[src/rtl/pipeline_stage1.sv]
`timescale 1ns/1ps
// pipeline_stage1 -- instruction fetch stage feeding the stage-2 control ROM.
// Captures opcode bytes from the memory bus and inserts NOP bubbles on stage-2
// bus claims. Handles break/halt and drives the PC increment strobe.
// Optional feature macro: PIPELINE_STAGE1_SINGLE_STEP_EN (HALT -> STEP single stepping).
module pipeline_stage1 #(
  parameter int unsigned RESET_CYCLES = 4,
  parameter logic [7:0]  NOP          = 8'h00
) (
  input  logic        clk,
  input  logic        reset,
  input  logic [7:0]  mem_data,
  input  logic        bus_request,
  input  logic        break_in,
  input  logic        pcra_flip_in,
  input  logic        step,
  output logic [7:0]  instruction,
  output logic        flag_reset,
  output logic        flag_pcraflip,
  output logic        pc_inc,
  output logic        halted,
  output logic [15:0] fetch_count
);

`ifdef PIPELINE_STAGE1_SINGLE_STEP_EN
  typedef enum logic [1:0] {RSTSEQ, FETCH, HALT, STEP} state_e;
`else
  typedef enum logic [1:0] {RSTSEQ, FETCH, HALT} state_e;
`endif

  // Last value of the reset-sequence counter before moving to FETCH.
  localparam logic [3:0] RST_LAST = 4'(RESET_CYCLES - 1);

  state_e      state_q, state_d;
  logic [3:0]  rst_cnt_q, rst_cnt_d;
  logic [7:0]  instr_q, instr_d;
  logic        flag_reset_q, flag_reset_d;
  logic        pcra_q, pcra_d;
  logic        halted_q, halted_d;
  logic [15:0] fetch_cnt_q, fetch_cnt_d;

`ifdef PIPELINE_STAGE1_SINGLE_STEP_EN
  logic step_q;
  logic step_rise;

  // Previous value of step, so a held level yields only one STEP.
  always_ff @(posedge clk or posedge reset) begin
    if (reset) step_q <= 1'b0;
    else       step_q <= step;
  end

  assign step_rise = step & ~step_q;
`else
  // Without single stepping the step input has no function.
  logic unused_step;
  assign unused_step = step;
`endif

  // State and output registers; reset forces the NOP/reset-sequence values.
  always_ff @(posedge clk or posedge reset) begin
    if (reset) begin
      state_q      <= RSTSEQ;
      rst_cnt_q    <= 4'd0;
      instr_q      <= NOP;
      flag_reset_q <= 1'b1;
      pcra_q       <= 1'b0;
      halted_q     <= 1'b0;
      fetch_cnt_q  <= 16'd0;
    end else begin
      // NOTE: non-blocking assignments so every register samples the pre-edge values.
      state_q      <= state_d;
      rst_cnt_q    <= rst_cnt_d;
      instr_q      <= instr_d;
      flag_reset_q <= flag_reset_d;
      pcra_q       <= pcra_d;
      halted_q     <= halted_d;
      fetch_cnt_q  <= fetch_cnt_d;
    end
  end

  // Next-state logic and the combinational pc_inc strobe.
  always_comb begin
    // NOTE: every output of this block gets a default first so no latch is inferred.
    state_d      = state_q;
    rst_cnt_d    = rst_cnt_q;
    instr_d      = instr_q;
    flag_reset_d = flag_reset_q;
    pcra_d       = pcra_q;
    halted_d     = halted_q;
    fetch_cnt_d  = fetch_cnt_q;
    pc_inc       = 1'b1;

    // Bank select toggles in every state except the reset sequence, stalls included.
    if ((state_q != RSTSEQ) && pcra_flip_in) pcra_d = ~pcra_q;

    case (state_q)
      RSTSEQ: begin
        instr_d   = NOP;
        rst_cnt_d = rst_cnt_q + 4'd1;
        if (rst_cnt_q == RST_LAST) begin
          state_d      = FETCH;
          flag_reset_d = 1'b0;
        end
      end

      HALT: begin
        instr_d = NOP;
`ifdef PIPELINE_STAGE1_SINGLE_STEP_EN
        if (step_rise) begin
          state_d  = STEP;
          halted_d = 1'b0;
        end
`endif
      end

      // FETCH, and STEP when compiled in: break beats bus_request beats capture.
      default: begin
        if (break_in) begin
          instr_d  = NOP;
          state_d  = HALT;
          halted_d = 1'b1;
        end else begin
          if (bus_request) begin
            instr_d = NOP;
          end else begin
            instr_d     = mem_data;
            pc_inc      = 1'b0;
            fetch_cnt_d = fetch_cnt_q + 16'd1;
          end
`ifdef PIPELINE_STAGE1_SINGLE_STEP_EN
          if (state_q == STEP) begin
            state_d  = HALT;
            halted_d = 1'b1;
          end
`endif
        end
      end
    endcase
  end

  assign instruction   = instr_q;
  assign flag_reset    = flag_reset_q;
  assign flag_pcraflip = pcra_q;
  assign halted        = halted_q;
  assign fetch_count   = fetch_cnt_q;

endmodule

[config.mk]
export PLATFORM = sky130hd
export DESIGN_NAME = pipeline_stage1
export DESIGN_NICKNAME = d
export VERILOG_FILES = /design/src/rtl/pipeline_stage1.sv
export SDC_FILE = /design/constraint.sdc
export NUM_CORES = 1
export LEC_CHECK = 0
export CAP_MARGIN = 10
export CORE_MARGIN = 3
export CORE_UTILIZATION = 45
export DETAILED_ROUTE_END_ITERATION = 10
export GPL_TIMING_DRIVEN = 0
export PLACE_DENSITY = 0.79
export SETUP_SLACK_MARGIN = 0.3
export SLEW_MARGIN = 20
export SYNTH_ARGS = -nofsm -noshare
export SYNTH_HDL_FRONTEND = slang
export SYNTH_SLANG_ARGS = --single-unit
export TNS_END_PERCENT = 100
[constraint.sdc]
create_clock -name clk -period 1.7 [get_ports clk]
set_input_delay 0.255 -clock clk [delete_from_list [all_inputs] [get_ports clk]]
set_output_delay 0.255 -clock clk [all_outputs]
set_load 0.03 [all_outputs]
==> flow_summary.ini, run 1 <==
; implementation run metrics
[status]
outcome = completed

[floorplanning]
fp_util = 0.477

[place]
place_ws_ps = -352
dp_hpwl_mm = 1.93

[detailed_routing]
wl_per_cell_um = 15.1
route.detailed.drc = 0
ant_nets = 0

[clocking]
cts.clk_slew.worst_paths_ps = 110
cts_max_level = 2
cts_root_buf = clkbuf_4
numCtsBuffers = 5

[logic_synthesis]
synth_top_area_share = 0.603
yosysWarnings = 0
ys_seq_frac = 0.623
ys_area_um2 = 1330
adder_share = 0.0189
yosysCellCount = 107
synthAoiAreaFrac = 0.0320

[critical_path]
cp.arrival_ps = 1170
crit_type = register to primary output
crit_path_end = pc_inc

[final_timing]
fmax_ghz = 0.700

[pwr]
power.density_nw_per_um2 = 1140

[finish]
fin_area_um2 = 1970
syn_to_final_growth_pct = 48.5

[grt]
grtUsageTotal = 0.174
grt_max_degree = 34
grt_overflow = 0

[worst_hold_path]
hp-class = input pin to asynchronous set/reset pin
-- run 1: layout by cell type, fill, tap and decap left out, types with 2 or more instances in the layout --
master,instances
a21o_1,2
and2_1,8
buf_4,4
bufinv_16,2
clkbuf_2,7
clkbuf_4,5
clkdlybuf4s15_1,5
clkdlybuf4s15_2,7
clkdlybuf4s50_1,10
dfrtp_1,22
dfrtp_2,10
dlygate4sd2_1,9
inv_1,3
mux2_2,2
nand2_1,8
nand3_1,4
nand4_1,2
nor2_1,3
nor3_2,3
nor3_4,2
o21ai_0,2
xnor2_1,7
xor2_1,11
-- run 1: cell usage after synthesis, drive strengths merged --
cell,count
a21o,2
and2,8
and3,1
clkbuf,1
dfrtp,32
dfstp,1
ha,2
inv,4
mux2,2
nand2,9
nand3,6
nand4,2
nand4bb,1
nor2,4
nor3,6
nor3b,1
nor4,1
nor4b,1
o21ai,2
o31a,1
o32ai,1
or3,1
xnor2,7
xor2,11
-- run 1: power by group --
group	internal, µW	total [µW]	switching (µW)
logic	221	489	268
registers	912	1030	116
clock network	455	727	272
-- run 1: worst min-delay path by stage --
stage,start,end,slack (ps),cells past startpoint
final,reset,fetch_count[3],330,2
after global routing,reset,instruction[7],380,2
after CTS,reset,instruction[7],340,2
after detailed placement,flag_reset,flag_reset,460,1
after global placement,halted,halted,440,1
after floorplan,break_in,state_q[0],360,1
-- run 1: what timing repair did --
action,CTS,global route
pin swaps,4,6
gates resized,63,27
buffers inserted,3,0
endpoints found under the setup margin,46,21
-- run 1: logic make-up after synthesis --
family,count (synthesis)
adder cells (fa/ha/maj),2
AND/OR/NAND/NOR,41
multiplexers,2
AND-OR/OR-AND,6
flip-flops,33
XOR/XNOR,18
buffers and inverters,5
-- run 1: final cells by class --
| type | instances | share of cell area |
|---|---|---|
| flip-flops and latches | 33 | 0.426 |
| multi-input cells | 69 | 0.297 |
| repair buffers | 43 | 0.195 |
| clock inverters | 3 | 0.0330 |
| well taps | 31 | 0.0197 |
| clock buffers | 5 | 0.0190 |
| inverters | 4 | 0.00761 |
| plain buffers | 1 | 0.00254 |
-- run 1: worst max-delay path, cell delays in order, from the launching register on --
cell     delay [ps]
dfrtp_2         380
nor3b_4         210
inv_1            80
buf_4           170
-- run 1: registers in the layout, summed over array words and instances, names as in the netlist --
register       count
fetch_count       16
flag_pcraflip      1
flag_reset         1
halted             1
instruction        8
rst_cnt_q          4
state_q            2
-- run 1: per-stage QoR --
step | cells | utilization | total power [µW] | hold slack [ps] | TNS [ps]
floorplan | 107 | - | 1320 | 359 | 0
global placement | 178 | 0.643 | 1500 | 438 | -2760
detailed placement | 178 | 0.643 | 1540 | 457 | -1850
CTS | 189 | 0.693 | 2260 | 343 | 0
global route | 189 | 0.709 | 2350 | 377 | 0
finish | 189 | 0.709 | 2240 | 328 | 0
-- run 1: layer usage --
metal | vias up | track usage | wire length [µm]
li1 | 463 | - | -
met1 | 489 | 0.206 | 1090
met2 | 35 | 0.272 | 1470
met3 | 8 | 0.0799 | 255
met4 | 0 | 0.0759 | 48
met5 | - | 0 | 0
Figure 1. Cell outlines without signal wires (run 1).
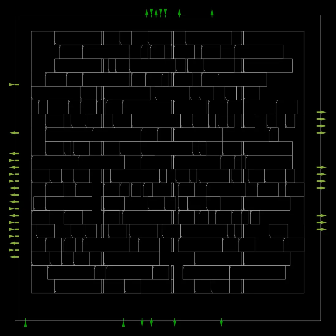
Cell Rows: 19
fin util: 0.709
Finished Layout Cells: 189
Seq/total area: 0.426

Figure 2. Ports around the boundary (run 1).
(8 px per µm) Pins as bars across the die edge, other pins in grey.
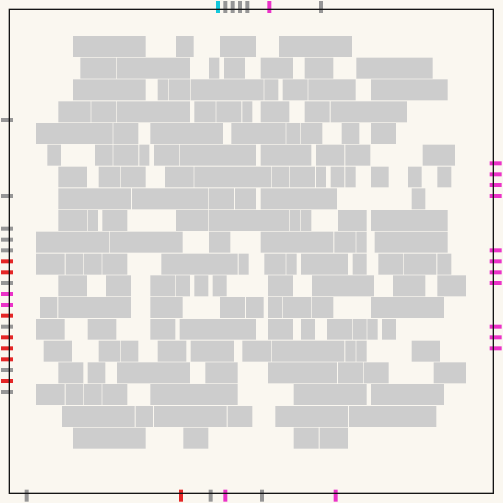
[cyan] `halted` | pins: 1 | direction: output | edge: top
[magenta] `fetch_count` | pins: 16 | direction: output | edge: 11 right, 2 left, 2 bottom, 1 top
[red] `mem_data` | pins: 8 | direction: input | edge: 7 left, 1 bottom
all pins by edge: 18 left, 11 right, 7 top, 6 bottom
I/O Buffers: 40
Die Wd: 60.3 µm
Vert. Die Dim: 60.3 µm

Figure 3. Gate families picked out (run 1).
(8 px per µm)
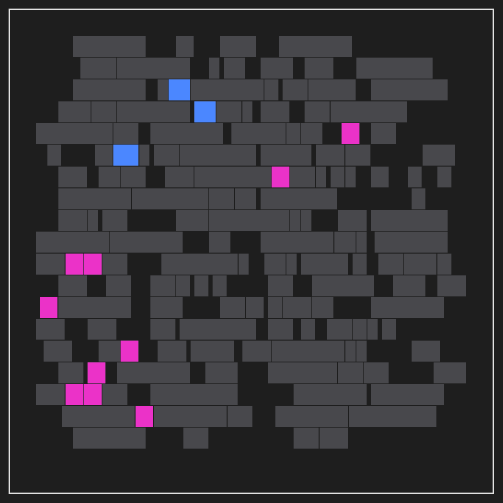
[blue] non-inverting ao/oa cells | cells: 3 | most used: a21o_1
[magenta] and/or cells | cells: 10 | most used: and2_1
most numerous logic cell after layout: dfrtp_1
logic share of the area: 0.297

==> inputs of run 2 (changes only) <==
==> constraint.sdc (replaced) <==
create_clock -name clk -period 1.4 [get_ports clk]
set_input_delay 0.21 -clock clk [delete_from_list [all_inputs] [get_ports clk]]
set_output_delay 0.21 -clock clk [all_outputs]
set_load 0.03 [all_outputs]
==> run 2 against run 1 <==
  * Die area is the same
  * Sequential share of layout area decreased by 6.6 points
  * Clock-buffer cell count increased by 2
  * Worst hold slack lost 32 ps
  * Global-route usage grew 2.7 points
  * Synthesized cell count stayed put
  * Power is 25% higher
  * Flip-flop count stayed put
  * Non-clock buffer count is 28 higher
  * Critical path type is now register to register
  * Largest power group unchanged
==> flow_summary.ini, run 2 <==
; implementation run metrics
[floorplanning]
dieWidth_um = 60.3
fp_util = 0.477
die_height_um = 60.3

[logic_synthesis]
edf_count = 0
async_reset_ff_frac = 1.00
common_cells = 32 x dfrtp_1, 11 x xor2_1, 9 x nand2_1, 8 x and2_1, 7 x xnor2_1
ys_seq_frac = 0.623
yosysCellCount = 107
synth_top_flop_cell = dfrtp_1
synth_top_area_share = 0.603
yosysWarnings = 0
ys_area_um2 = 1330
top_cell = dfrtp_1

[finish]
fin_area_um2 = 2330
largest_reg_flops = 16
final_cells = 217
syn_to_final_growth_pct = 75.9
layout_top_cell = buf_6

[critical_path]
crit_path_end = fetch_count[8]
slowest_delay_ps = 450
crit_type = register to register
path_cells = ha_4, nand2_4, nor3_4, and3_1, xor2_1
cp.arrival_ps = 1600

[detailed_routing]
wl_per_cell_um = 15.3
route.detailed.drc = 0

[place]
dp_hpwl_mm = 1.89
io_buffer_count = 40

[grt]
grt_max_degree = 34
grtUsageTotal = 0.201
grt_overflow = 0

[pwr]
clockPowerShare = 0.220
seqPwrFrac = 0.466
p_int_uw = 1890
power.density_nw_per_um2 = 1200
p_sw_uw = 910

[clocking]
numCtsBuffers = 5
cts_max_level = 2
cts_root_buf = clkbuf_4

[status]
outcome = completed
[run 2: power groups by stage]
| stage | combinational (µW) | clock, µW | sequential (µW) |
|---|---|---|---|
| 5_1_grt | 961 | 681 | 1320 |
| 3_5_place_dp | 624 | 0 | 1290 |
| 4_1_cts | 815 | 622 | 1280 |
| 3_3_place_gp | 607 | 0 | 1280 |
| 6_report | 879 | 614 | 1300 |
| 2_1_floorplan | 265 | 0 | 1400 |
[run 2: how the worst min path moves through the flow]
stage	end	slack, ps
detailed placement	halted	450
global route	instruction[1]	350
global placement	halted	440
CTS	rst_cnt_q[3]	310
floorplan	state_q[0]	310
finish	rst_cnt_q[3]	300
[run 2: area by class of cell]
type,instances,share of cell area
Clock buffer,7,0.0279
Inverter,4,0.00643
Sequential cell,33,0.360
Multi-Input combinational cell,69,0.286
Clock inverter,1,0.00214
Tap cell,31,0.0166
Timing Repair Buffer,71,0.295
Buffer,1,0.00589
[run 2: per-stage QoR]
| step | TNS, ps | power (µW) | util | hold WS, ps |
|---|---|---|---|---|
| finish | 0 | 2800 | 0.839 | 296 |
| CTS | 0 | 2710 | 0.772 | 310 |
| floorplan | 0 | 1660 | - | 311 |
| global route | -20.0 | 2970 | 0.839 | 355 |
| global placement | -12900 | 1880 | 0.669 | 441 |
| detailed placement | -5560 | 1910 | 0.669 | 451 |
[run 2: timing repair]
| action | in CTS | in global routing |
|---|---|---|
| setup buffers | 23 | 8 |
| pin swaps | 8 | 7 |
| endpoints found under the setup margin | 57 | 56 |
| gates resized | 192 | 40 |
[run 2: cells by family (layout without fill, tap and decap cells)]
group,Yosys count,after routing,synth area share
flops,33,33,0.623
buf+inv,5,84,0.0141
mux,2,2,0.0170
xor+xnor,18,18,0.119
compound gates,6,6,0.0320
simple gates,41,41,0.176
fa+ha+maj,2,2,0.0188
[run 2: per-layer routing]
metal,vias to the layer above,part of all wire,global-route usage
li1,517,-,-
met1,531,0.39,0.235
met2,33,0.54,0.329
met3,8,0.053,0.0864
met4,0,0.021,0.0759
met5,-,0,0
[run 2: critical path, delay by kind of cell, from the launching register on]
kind | cells | cell delay (ps)
XOR/XNOR | 1 | 140
adder cells (fa/ha/maj) | 1 | 180
flip-flops | 1 | 450
AND/OR/NAND/NOR | 3 | 490
Figure 4. Cell outlines without signal wires (run 2).
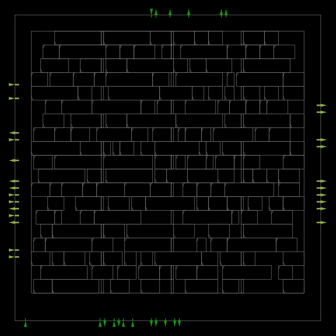
FFs & Latches: 33
fillcell total: 154
# Taps: 31
Seq/total area: 0.360
Placeable Area: 2780 µm²

==> inputs of run 3 (changes only) <==
--- a/config.mk
+++ b/config.mk
@@ -12,6 +12,7 @@
 export GPL_TIMING_DRIVEN = 0
 export PLACE_DENSITY = 0.79
 export SETUP_SLACK_MARGIN = 0.3
+export SKIP_CTS_REPAIR_TIMING = 1
 export SLEW_MARGIN = 20
 export SYNTH_ARGS = -nofsm -noshare
 export SYNTH_HDL_FRONTEND = slang
==> run 3 against run 2 <==
  * The flow now finishes with violations (negative setup slack)
  * Worst hold slack better by 2.5 ps
  * Flip-flop count is the same
  * First-iteration DRC count up 74%
  * Core utilization down 2.3 points
  * Via count up 0.92%
  * Area after synthesis is the same
  * Global-route usage is 3.3 points lower
  * Sequential power about the same
  * Critical path type is now register to primary output
  * Largest power group unchanged
==> flow_summary.ini, run 3 <==
; implementation run metrics
[logic_synthesis]
synth_top_flop_cell = dfrtp_1
top_cell = dfrtp_1
ys_seq_frac = 0.623
yosysCellCount = 107

[detailed_routing]
ant_nets = 0
route.detailed.drc = 0

[pwr]
finalPower_uw = 2750
power.density_nw_per_um2 = 1210

[status]
outcome = complete, but fails checks
violations = negative setup slack

[floorplanning]
rows = 19
die_height_um = 60.3
dieWidth_um = 60.3

[finish]
largest_reg_flops = 16
fin_area_um2 = 2270
fin_util = 0.816
fill_cells = 165

[final_timing]
setup_viol = 1
setup_ws_ps = -6.84
fmax_ghz = 0.711

[clocking]
cts.clk_slew.worst_paths_ps = 100
cts_max_level = 2
cts_root_buf = clkbuf_4

[grt]
grt_max_degree = 34
grt_overflow = 0

[critical_path]
cp.arrival_ps = 1200
run 3: power breakdown:
group / switching (µW) / leakage, µW / internal [µW] / total, µW
combinational: 384 / 0.000695 / 453 / 837
sequential: 187 / 0.000418 / 1110 / 1300
clock: 326 / 0.0000413 / 291 / 617
run 3: cell type report:
class	instances	area, µm²	share of cell area
tap	31	38.8	0.0171
inverter	4	15.0	0.00662
sequential	33	841	0.370
buffer	1	15.0	0.00662
multi-input combinational	69	672	0.296
clock inverter	1	5.00	0.00221
timing repair buffer	63	618	0.272
clock buffer	7	65.1	0.0287
run 3: worst max-delay path, delay by kind of cell (launching register included):
family                 cells  cell delay (ps)
flip-flops                 1              400
buffers and inverters      2              210
AND/OR/NAND/NOR            1              260
run 3: worst paths after layout:
path,start,end,depth (start not counted)
min in group clk,break_in,state_q[0],2
min,reset,instruction[0],2
max in group asynchronous,reset,fetch_count[6],2
max reg2reg,state_q[0],fetch_count[11],5
max,state_q[0],pc_inc,3
min reg2reg,flag_reset,flag_reset,1
run 3: layer usage:
layer | GRT usage | up-vias | part of all wire
li1 | - | 504 | -
met1 | 0.197 | 550 | 0.37
met2 | 0.264 | 41 | 0.55
met3 | 0.0907 | 4 | 0.070
met4 | 0.0601 | 0 | 0.012
met5 | 0 | - | 0
run 3: stage by stage:
step	setup TNS (ps)	setup WS (ps)	hold slack (ps)	cells
detailed placement	-5560	-571	451	178
global route	-486	-93.8	329	209
floorplan	0	60.9	311	107
CTS	-6910	-629	310	186
global placement	-12900	-575	441	178
finish	-6.84	-6.84	299	209
run 3: cells by family after synthesis:
logic type	Yosys count	share of synthesized area
adders and majority gates	2	0.0188
buffers and inverters	5	0.0141
and+or+nand+nor	41	0.176
DFF	33	0.623
muxes	2	0.0170
AOI/OAI and AO/OA	6	0.0320
xor gates and xnor gates	18	0.119
Figure 5. Port wiring (run 3).
(4 px per µm)
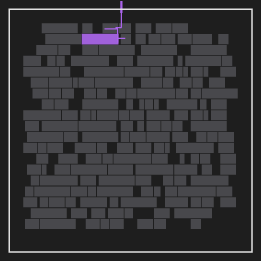
[purple] `halted` | bits: 1 | direction: output | edge: top | end cells: 1 | buffers: 1 | wire: 14.0 µm
I/O pins: 42


==> layout pictures side by side <==
Cells by drive strength.
(8 px per µm)
panel A
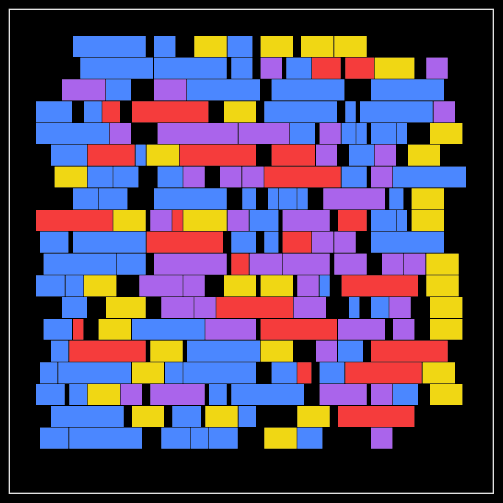
panel B
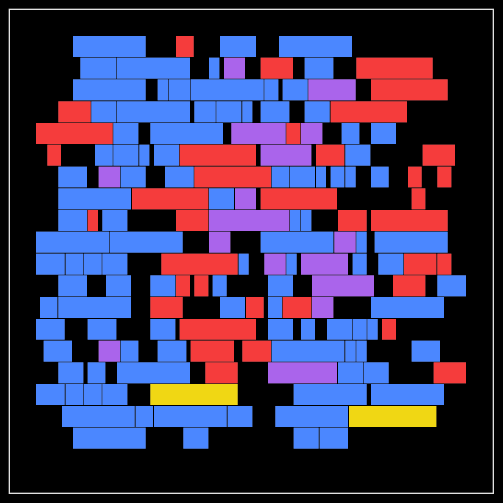
run 1 -> panel B
run 3 -> panel A

Power and IR drop assume default switching activity.
